**src/rtl/lsu_seq_if.sv**
```systemverilog
// lsu_seq_if: request/response and memory-port bundle for the load/store sequencer.
//   req_valid/req_ready/req_store/req_funct3/req_addr/req_wdata : request from the control unit
//   done/fault/rdata                                           : completion back to the control unit
//   mem_address/mem_read/mem_write/mem_byte_enable/mem_wdata   : memory port command
//   mem_rdata/mem_resp                                         : memory port response
// The slave modport is the sequencer's view; master is the view of its environment
// (control unit plus memory).
interface lsu_seq_if #(
    parameter int DATA_W = 32
);
    localparam int BYTES = DATA_W / 8;

    logic              req_valid;
    logic              req_ready;
    logic              req_store;
    logic [2:0]        req_funct3;
    logic [31:0]       req_addr;
    logic [DATA_W-1:0] req_wdata;

    logic              done;
    logic [1:0]        fault;
    logic [DATA_W-1:0] rdata;

    logic [31:0]       mem_address;
    logic              mem_read;
    logic              mem_write;
    logic [BYTES-1:0]  mem_byte_enable;
    logic [DATA_W-1:0] mem_wdata;
    logic [DATA_W-1:0] mem_rdata;
    logic              mem_resp;

    modport slave (
        input  req_valid, req_store, req_funct3, req_addr, req_wdata,
        input  mem_rdata, mem_resp,
        output req_ready, done, fault, rdata,
        output mem_address, mem_read, mem_write, mem_byte_enable, mem_wdata
    );

    modport master (
        output req_valid, req_store, req_funct3, req_addr, req_wdata,
        output mem_rdata, mem_resp,
        input  req_ready, done, fault, rdata,
        input  mem_address, mem_read, mem_write, mem_byte_enable, mem_wdata
    );
endinterface

```
**src/rtl/lsu_seq.sv**
```systemverilog
// lsu_seq: load/store sequencer for the multicycle RV32I core.
// Takes one request at a time, drives the memory port with lane-aligned data and byte
// enables, splits bus-word-crossing accesses into two beats and returns sign/zero-extended
// load data with a one-cycle done pulse and a fault code
// (00 ok, 01 misaligned, 10 timeout, 11 illegal funct3).
// Ports:
//   clk  - clock
//   rst  - synchronous active-high reset
//   bus  - lsu_seq_if.slave: request, completion and memory-port signals
// Parameters:
//   DATA_W           - bus width, 32 or 64
//   ALLOW_MISALIGNED - 1 splits word-crossing accesses, 0 faults any misaligned access
//   TIMEOUT          - max cycles per beat waiting for mem_resp, 0 disables
module lsu_seq #(
    parameter int DATA_W           = 32,
    parameter bit ALLOW_MISALIGNED = 1'b1,
    parameter int TIMEOUT          = 0
) (
    input logic      clk,
    input logic      rst,
    lsu_seq_if.slave bus
);
    localparam int BYTES   = DATA_W / 8;
    localparam int OFFW    = $clog2(BYTES);
    localparam int MW      = 2 * BYTES;
    localparam int TO_LAST = (TIMEOUT > 0) ? TIMEOUT - 1 : 0;

    typedef enum logic [1:0] {IDLE, ACC0, ACC1, RESP} state_t;

    state_t            state;
    logic              req_ready_q;
    logic              done_q;
    logic [1:0]        fault_q;
    logic [DATA_W-1:0] rdata_q;
    logic [31:0]       mem_addr_q;
    logic              mem_read_q;
    logic              mem_write_q;
    logic [BYTES-1:0]  mem_be_q;
    logic [DATA_W-1:0] mem_wdata_q;

    logic              store_q;
    logic [2:0]        f3_q;
    logic [OFFW-1:0]   off_q;
    logic              split_q;
    logic [BYTES-1:0]  be_hi_q;
    logic [DATA_W-1:0] wdata_hi_q;
    logic [DATA_W-1:0] lo_q;
    logic [31:0]       beat_cnt;

    assign bus.req_ready       = req_ready_q;
    assign bus.done            = done_q;
    assign bus.fault           = fault_q;
    assign bus.rdata           = rdata_q;
    assign bus.mem_address     = mem_addr_q;
    assign bus.mem_read        = mem_read_q;
    assign bus.mem_write       = mem_write_q;
    assign bus.mem_byte_enable = mem_be_q;
    assign bus.mem_wdata       = mem_wdata_q;

    // Request decode: only consumed on the accepting edge, so nothing here reaches
    // the memory port without going through a register first.
    logic [OFFW-1:0]     req_off;
    logic [3:0]          req_size;
    logic [MW-1:0]       size_mask;
    logic [2:0]          align_mask;
    logic                req_illegal;
    logic                req_misaligned;
    logic                req_split;
    logic [MW-1:0]       full_mask;
    logic [2*DATA_W-1:0] wide_wdata;

    always_comb begin
        req_off = bus.req_addr[OFFW-1:0];
        case (bus.req_funct3[1:0])
            2'b00: begin
                req_size   = 4'd1;
                size_mask  = MW'(8'h01);
                align_mask = 3'b000;
            end
            2'b01: begin
                req_size   = 4'd2;
                size_mask  = MW'(8'h03);
                align_mask = 3'b001;
            end
            2'b10: begin
                req_size   = 4'd4;
                size_mask  = MW'(8'h0F);
                align_mask = 3'b011;
            end
            default: begin
                req_size   = 4'd8;
                size_mask  = MW'(8'hFF);
                align_mask = 3'b111;
            end
        endcase

        if (bus.req_store) begin
            req_illegal = bus.req_funct3[2] ||
                          (DATA_W == 32 && bus.req_funct3 == 3'b011);
        end else begin
            req_illegal = (bus.req_funct3 == 3'b111) ||
                          (DATA_W == 32 && (bus.req_funct3 == 3'b011 ||
                                            bus.req_funct3 == 3'b110));
        end

        req_misaligned = |(bus.req_addr[2:0] & align_mask);
        req_split      = (int'(req_off) + int'(req_size)) > BYTES;
        full_mask      = size_mask << req_off;
        wide_wdata     = {{DATA_W{1'b0}}, bus.req_wdata} << {req_off, 3'b000};
    end

    // Load extraction works on the final beat's mem_rdata directly so the result can be
    // registered on the same edge that ends the access.
    logic [2*DATA_W-1:0] beat_pair;
    logic [DATA_W-1:0]   aligned;
    logic [DATA_W-1:0]   width_mask;
    logic [DATA_W-1:0]   load_value;
    logic                sign_bit;
    logic                timed_out;

    always_comb begin
        if (state == ACC1) begin
            beat_pair = {bus.mem_rdata, lo_q};
        end else begin
            beat_pair = {{DATA_W{1'b0}}, bus.mem_rdata};
        end
        aligned = DATA_W'(beat_pair >> {off_q, 3'b000});

        case (f3_q[1:0])
            2'b00: begin
                width_mask = DATA_W'(8'hFF);
                sign_bit   = aligned[7];
            end
            2'b01: begin
                width_mask = DATA_W'(16'hFFFF);
                sign_bit   = aligned[15];
            end
            2'b10: begin
                width_mask = DATA_W'(32'hFFFF_FFFF);
                sign_bit   = aligned[31];
            end
            default: begin
                width_mask = '1;
                sign_bit   = aligned[DATA_W-1];
            end
        endcase

        load_value = aligned & width_mask;
        if (!f3_q[2] && sign_bit) begin
            load_value = load_value | ~width_mask;
        end

        // A response in the last allowed cycle still counts as success.
        timed_out = (TIMEOUT > 0) && (beat_cnt == 32'(TO_LAST)) && !bus.mem_resp;
    end

    always_ff @(posedge clk) begin
        if (rst) begin
            state       <= IDLE;
            req_ready_q <= 1'b1;
            done_q      <= 1'b0;
            fault_q     <= 2'b00;
            rdata_q     <= '0;
            mem_addr_q  <= '0;
            mem_read_q  <= 1'b0;
            mem_write_q <= 1'b0;
            mem_be_q    <= '0;
            mem_wdata_q <= '0;
            store_q     <= 1'b0;
            f3_q        <= 3'b000;
            off_q       <= '0;
            split_q     <= 1'b0;
            be_hi_q     <= '0;
            wdata_hi_q  <= '0;
            lo_q        <= '0;
            beat_cnt    <= '0;
        end else begin
            case (state)
                IDLE: begin
                    if (bus.req_valid) begin
                        store_q     <= bus.req_store;
                        f3_q        <= bus.req_funct3;
                        off_q       <= req_off;
                        split_q     <= req_split;
                        be_hi_q     <= full_mask[MW-1:BYTES];
                        wdata_hi_q  <= wide_wdata[2*DATA_W-1:DATA_W];
                        beat_cnt    <= '0;
                        req_ready_q <= 1'b0;
                        if (req_illegal) begin
                            state   <= RESP;
                            done_q  <= 1'b1;
                            fault_q <= 2'b11;
                            rdata_q <= '0;
                        end else if (req_misaligned && !ALLOW_MISALIGNED) begin
                            state   <= RESP;
                            done_q  <= 1'b1;
                            fault_q <= 2'b01;
                            rdata_q <= '0;
                        end else begin
                            state       <= ACC0;
                            mem_read_q  <= !bus.req_store;
                            mem_write_q <= bus.req_store;
                            mem_addr_q  <= {bus.req_addr[31:OFFW], {OFFW{1'b0}}};
                            mem_be_q    <= full_mask[BYTES-1:0];
                            mem_wdata_q <= bus.req_store ? wide_wdata[DATA_W-1:0] : '0;
                        end
                    end
                end

                ACC0, ACC1: begin
                    if (bus.mem_resp) begin
                        if (state == ACC0 && split_q) begin
                            // Second beat: next bus word, wrapping at the top of memory.
                            lo_q        <= bus.mem_rdata;
                            state       <= ACC1;
                            mem_addr_q  <= mem_addr_q + 32'(BYTES);
                            mem_be_q    <= be_hi_q;
                            mem_wdata_q <= wdata_hi_q;
                            beat_cnt    <= '0;
                        end else begin
                            state       <= RESP;
                            mem_read_q  <= 1'b0;
                            mem_write_q <= 1'b0;
                            mem_be_q    <= '0;
                            mem_wdata_q <= '0;
                            done_q      <= 1'b1;
                            fault_q     <= 2'b00;
                            rdata_q     <= store_q ? '0 : load_value;
                        end
                    end else if (timed_out) begin
                        // A first store beat that already landed is left in memory.
                        state       <= RESP;
                        mem_read_q  <= 1'b0;
                        mem_write_q <= 1'b0;
                        mem_be_q    <= '0;
                        mem_wdata_q <= '0;
                        done_q      <= 1'b1;
                        fault_q     <= 2'b10;
                        rdata_q     <= '0;
                    end else begin
                        beat_cnt <= beat_cnt + 32'd1;
                    end
                end

                RESP: begin
                    state       <= IDLE;
                    done_q      <= 1'b0;
                    fault_q     <= 2'b00;
                    rdata_q     <= '0;
                    req_ready_q <= 1'b1;
                end

                default: begin
                    state <= IDLE;
                end
            endcase
        end
    end
endmodule

```
**src/flat_wrapper.sv**
```systemverilog
// flat-port wrapper written by rule: the top's interface ports become plain ports
module lsu_seq_flat 
#(
    parameter int DATA_W           = 32,
    parameter bit ALLOW_MISALIGNED = 1'b1,
    parameter int TIMEOUT          = 0
)
  (clk, rst, bus_req_valid, bus_req_store, bus_req_funct3, bus_req_addr, bus_req_wdata, bus_mem_rdata, bus_mem_resp, bus_req_ready, bus_done, bus_fault, bus_rdata, bus_mem_address, bus_mem_read, bus_mem_write, bus_mem_byte_enable, bus_mem_wdata);
  lsu_seq_if #(.DATA_W(DATA_W)) bus_i ();
  input logic clk;
  input logic rst;
  input wire logic [$bits(bus_i.req_valid)-1:0] bus_req_valid;
  input wire logic [$bits(bus_i.req_store)-1:0] bus_req_store;
  input wire logic [$bits(bus_i.req_funct3)-1:0] bus_req_funct3;
  input wire logic [$bits(bus_i.req_addr)-1:0] bus_req_addr;
  input wire logic [$bits(bus_i.req_wdata)-1:0] bus_req_wdata;
  input wire logic [$bits(bus_i.mem_rdata)-1:0] bus_mem_rdata;
  input wire logic [$bits(bus_i.mem_resp)-1:0] bus_mem_resp;
  output wire logic [$bits(bus_i.req_ready)-1:0] bus_req_ready;
  output wire logic [$bits(bus_i.done)-1:0] bus_done;
  output wire logic [$bits(bus_i.fault)-1:0] bus_fault;
  output wire logic [$bits(bus_i.rdata)-1:0] bus_rdata;
  output wire logic [$bits(bus_i.mem_address)-1:0] bus_mem_address;
  output wire logic [$bits(bus_i.mem_read)-1:0] bus_mem_read;
  output wire logic [$bits(bus_i.mem_write)-1:0] bus_mem_write;
  output wire logic [$bits(bus_i.mem_byte_enable)-1:0] bus_mem_byte_enable;
  output wire logic [$bits(bus_i.mem_wdata)-1:0] bus_mem_wdata;
  assign bus_i.req_valid = bus_req_valid;
  assign bus_i.req_store = bus_req_store;
  assign bus_i.req_funct3 = bus_req_funct3;
  assign bus_i.req_addr = bus_req_addr;
  assign bus_i.req_wdata = bus_req_wdata;
  assign bus_i.mem_rdata = bus_mem_rdata;
  assign bus_i.mem_resp = bus_mem_resp;
  assign bus_req_ready = bus_i.req_ready;
  assign bus_done = bus_i.done;
  assign bus_fault = bus_i.fault;
  assign bus_rdata = bus_i.rdata;
  assign bus_mem_address = bus_i.mem_address;
  assign bus_mem_read = bus_i.mem_read;
  assign bus_mem_write = bus_i.mem_write;
  assign bus_mem_byte_enable = bus_i.mem_byte_enable;
  assign bus_mem_wdata = bus_i.mem_wdata;
  lsu_seq #(.DATA_W(DATA_W), .ALLOW_MISALIGNED(ALLOW_MISALIGNED), .TIMEOUT(TIMEOUT)) u_core (.clk(clk), .rst(rst), .bus(bus_i));
endmodule
```
**config.mk**
```make
export PLATFORM = sky130hd
export DESIGN_NAME = lsu_seq_flat
export DESIGN_NICKNAME = d
export VERILOG_FILES = /design/src/rtl/lsu_seq_if.sv /design/src/rtl/lsu_seq.sv /design/src/flat_wrapper.sv
export SDC_FILE = /design/constraint.sdc
export NUM_CORES = 1
export LEC_CHECK = 0
export CAP_MARGIN = 20
export CORE_MARGIN = 2
export CORE_UTILIZATION = 45
export CTS_CLUSTER_DIAMETER = 80
export DETAILED_ROUTE_END_ITERATION = 8
export GPL_TIMING_DRIVEN = 0
export MAX_ROUTING_LAYER = met4
export PLACE_DENSITY = 0.76
export SYNTH_ARGS = -nofsm -noshare
export SYNTH_HDL_FRONTEND = slang
export SYNTH_SLANG_ARGS = --single-unit
```
**constraint.sdc**
```tcl
create_clock -name clk -period 3.1 [get_ports clk]
set_input_delay 0.31 -clock clk [delete_from_list [all_inputs] [get_ports clk]]
set_output_delay 0.31 -clock clk [all_outputs]
set_load 0.05 [all_outputs]
```
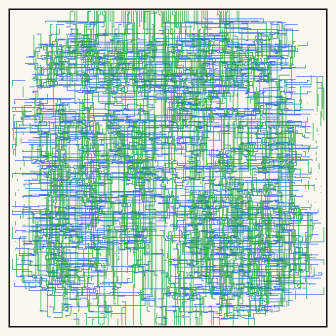
Fig. 1. Metal layers overlaid (run 1).
Two of the layers only.
Key: green = metal 2 [wire length 16300 µm]; blue = metal 1 [wire length 15600 µm]

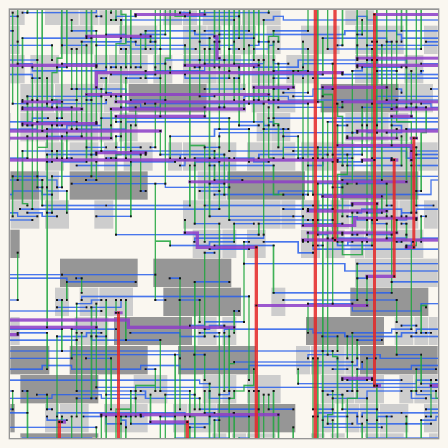
Fig. 2. Layout detail (run 1).
Window x 17 to 57, y 92 to 132 µm. Cells in gray, sequential cells in the stronger gray; small squares are vias.
Key: purple = metal 3; blue = metal 1; red = metal 4; green = metal 2
Most frequent: dfxtp_1 (17), nor2_1 (13), o21ai_0 (12). Sequential cells in the window: 17. 133 logic cells have their middle in the window. Netlist names of flops here include `u_core.bus.mem_address` (6), `u_core.bus.mem_wdata` (4), `u_core.wdata_hi_q` (4).

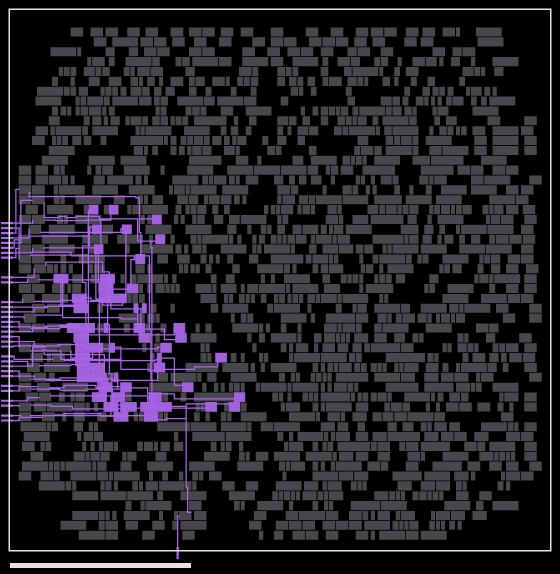
Fig. 3. Wires at chosen ports, followed through buffers (run 1).
The bar under the picture is 50 µm long.
Key: purple = `bus_req_wdata` [direction input, edge 31 west, 1 south, end cells 56, buffers 32, wire 1610 µm]
Top-Level Pins: 210
number of input and output port buffers inserted: 206

==> summary.txt, run 1 <==
Implementation results. Share of final-layout standard cells stronger than drive strength 1 landed at 0.0899. Area of the synthesized netlist per yosys stat landed at between 9000 and 10000 µm². Of the post-synthesis cell area, the dominant cell type holds 0.365.

TritonCTS built the clock tree. The run finished with clean final reports. Looking at the area split, the leading class of cells is multi-input combinational cells. Max-slew check failures listed in the final report amount to 0. Measured on the finished design, the core utilization comes to 0.609.

The worst setup path is captured at a flop. Count of nets left with antenna violations after detail routing landed at 0. Number of antenna diodes landed at 0.

The HPWL after detailed placement is ~28000 µm. Total vias in the final route landed at slightly above 10k. Yosys shows that the main logic family after synthesis is AND-OR/OR-AND gates. After detailed placement, the total cell area comes to about 12000 µm². Total count of hold-check failures in the final report landed at 0. Per the synth stats, the proportion of register bits with asynchronous set or reset is 0. Total global-route track usage landed at 0.336.

By instance count after routing, the leading logic cell type is clkdlybuf4s50_1. Number of distinct library cells after synthesis landed at roughly 63. Maximum clock rate landed at roughly 340 MHz. For this configuration, the core starts out at a cell density of 0.462.

For this design, the CTS-stage hold fixing added 0 buffers. Final estimated routing congestion in global placement landed at 1.01. Data required time at the worst endpoint landed at 3450 ps. Per the placement report, the placed cell count is around 1.6k. The worst hold path begins at bus_req_funct3[0].

Number of global-route vias before repair landed at about 9.5k. Sorting the synthesized cells by how often they occur yields 172 x dfxtp_1, 167 x nand2_1, 105 x nor2_1, 97 x a21oi_1, 71 x clkbuf_1. Flop and latch count out of synthesis landed at 172. Looking at the worst setup and hold paths, the clock pins of their registers show a slew of about 60 ps. Per the synthesis report, the adder-cell share of the synthesized area is 0.0154. Counting the inverters off the clock network in the layout gives 14. Registers represent a cell area share of 0.277.

Clock network power landed at ~0.0022 W. The routed layout reports a DRC error count of 0. Multi-input gate count landed at 874.
==> inputs of run 2 (changes only) <==
ABC_CLOCK_PERIOD_IN_PS = 3100   (was not set)
SKIP_LAST_GASP = 1   (was not set)
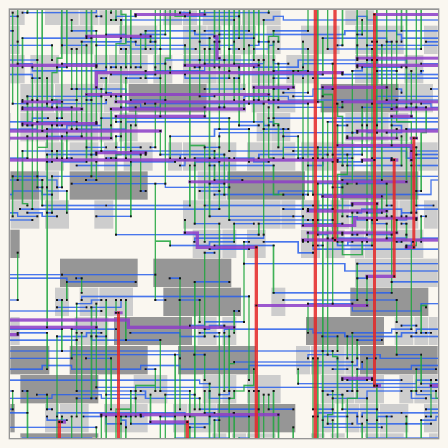
Fig. 4. Layout detail (run 2).
Window x 17 to 57, y 92 to 132 µm. Cells in gray, sequential cells in the stronger gray; small squares are vias.
Key: purple = metal 3; green = metal 2; red = metal 4; blue = metal 1
Sequential cells in the window: 17. Netlist names of flops here include `u_core.bus.mem_address` (6), `u_core.bus.mem_wdata` (4), `u_core.wdata_hi_q` (4). Most frequent: dfxtp_1 (17), nor2_1 (13), o21ai_0 (12). 133 logic cells have their middle in the window.

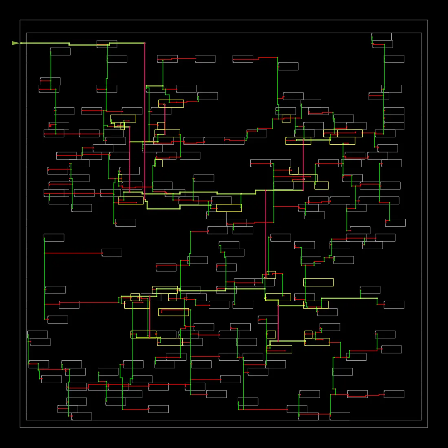
Fig. 5. The clock network (run 2).
latest clock arrival within the worst-skew pair: 440 ps
number of clock buffers inserted by TritonCTS: 17

==> summary.txt, run 2 <==
Implementation results. Instance area at placement landed at 11800 µm² (unchanged). The total count of hold-check failures in the final report is 0 (unchanged). Final core utilization landed at 0.609 (unchanged). The number of global-route vias before repair is 9544 (unchanged). Number of distinct library cells after synthesis landed at 63 (unchanged). By area, multi-input combinational cells come first. The run finished with clean final reports.

The number of antenna diodes came to 0 (unchanged). Total global-route track usage landed at 0.336 (unchanged). Residual DRC count landed at 0 (unchanged).

The number of primary I/O pins is 210 (unchanged). Cell total after placement landed at 1639 (unchanged). The HPWL after detailed placement was 27600 µm (unchanged). STA classifies the critical path endpoint as a flop. Post-CTS clock slew at the launch and capture registers of the worst setup and hold paths landed at 60 ps (about the same). Register fraction of the total cell area landed at 0.277 (unchanged). Fraction of registers with async set/reset landed at 0 (unchanged). Ranked by instance count, the synthesized netlist is headed by 172 x dfxtp_1, 167 x nand2_1, 105 x nor2_1, 97 x a21oi_1, 71 x clkbuf_1. Count of nets left with antenna violations after detail routing landed at 0 (unchanged). The port buffer count is 206 (unchanged).
==> inputs of run 3 (changes only) <==
SLEW_MARGIN = 20   (was not set)
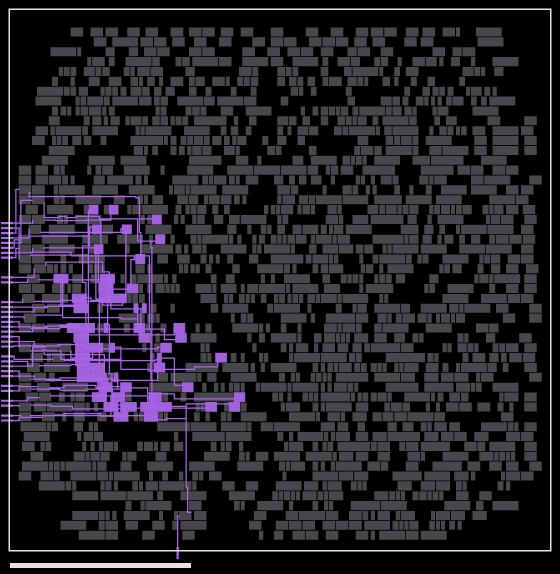
Fig. 6. Wires at chosen ports, followed through buffers (run 3).
The bar under the picture is 50 µm long.
Key: purple = `bus_req_wdata` [direction input, edge 31 west, 1 south, end cells 56, buffers 32, wire 1610 µm]

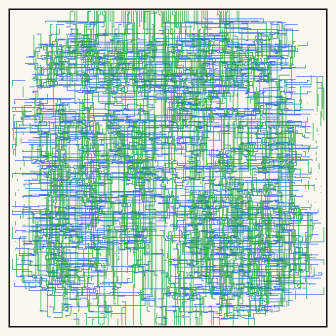
Fig. 7. Metal layers overlaid (run 3).
Two of the layers only.
Key: blue = metal 1 [wire length 15600 µm]; green = metal 2 [wire length 16300 µm]

==> summary.txt, run 3 <==
Implementation results. The top cell types in the final layout, fill and taps aside, are 206 x clkdlybuf4s50_1, 172 x dfxtp_1, 167 x nand2_1. The HPWL after detailed placement is 27600 µm (unchanged). The run finished with clean final reports. The total count of hold-check failures in the final report came to 0 (unchanged).

Die area landed at approximately 22000 µm². The count of nets left with antenna violations after detail routing came to 0 (unchanged). Total global-route track usage landed at 0.336 (unchanged). Maximum clock skew at final layout landed at 7.35 ps. Remaining max-slew budget at the tightest pin landed at 0.381. The cell total after placement is 1639 (unchanged). The residual DRC count is 0 (unchanged). Arrival time at the worst endpoint landed at approximately 3300 ps. Instance area at placement landed at 11800 µm² (unchanged).

The horizontal die dimension reported for this design is about 150 µm. The tightest hold path in the finished design has a slack of about 210 ps. Power attributed to sequential cells is approximately 0.0033 W. Sum of buffers and inverters on the critical path landed at 5. Total number of tap cells landed at roughly 270. For the worst reg-to-reg path, the endpoint reported by OpenROAD is u_core.lo_q[6]. Of the total standard cell area in the layout, the multi-input combinational portion is 0.443. For reference, the mux area share after synthesis is 0.128. Register fraction of the total cell area landed at 0.277 (unchanged). The endpoint of the worst hold path is reported as u_core.f3_q[0]. Final worst-path cycle share landed at 0.950. The commonest cells after synthesis are 172 x dfxtp_1, 167 x nand2_1, 105 x nor2_1, 97 x a21oi_1, 71 x clkbuf_1. Xor and xnor area share after synthesis landed at 0. After synthesis, the mean cell area works out to approximately 8 µm². Placement-stage worst setup slack landed at -155 ps. Multi-input combinational cell area landed at ~5500 µm². Fraction of registers with async set/reset landed at 0 (unchanged). The number of antenna diodes was 0 (unchanged). The port buffer count is 206 (unchanged). STA classifies the critical path endpoint as a flop.

Latest clock arrival within the worst-skew pair landed at 440 ps (about the same). The script computed the net switching share of total power as 0.503. The clock drives 172 sinks.

All stages included, the depth of the critical timing path comes to 10. The final timing report counts setup violations totalling 0. Clock buffer count from CTS landed at 17 (unchanged).

For this run, the post-layout net count is about 1.5k. The number of distinct library cells after synthesis is 63 (unchanged). Area share of the largest cell type after synthesis landed at 0.365.

Post-CTS clock slew at the launch and capture registers of the worst setup and hold paths landed at 60 ps (about the same). The final core utilization came to 0.609 (unchanged). Ranked by total area, the top cell class in this layout is multi-input combinational cells. The number of global-route vias before repair came to 9544 (unchanged). The number of primary I/O pins was 210 (unchanged).
Power is estimated from default activity; no workload was simulated.
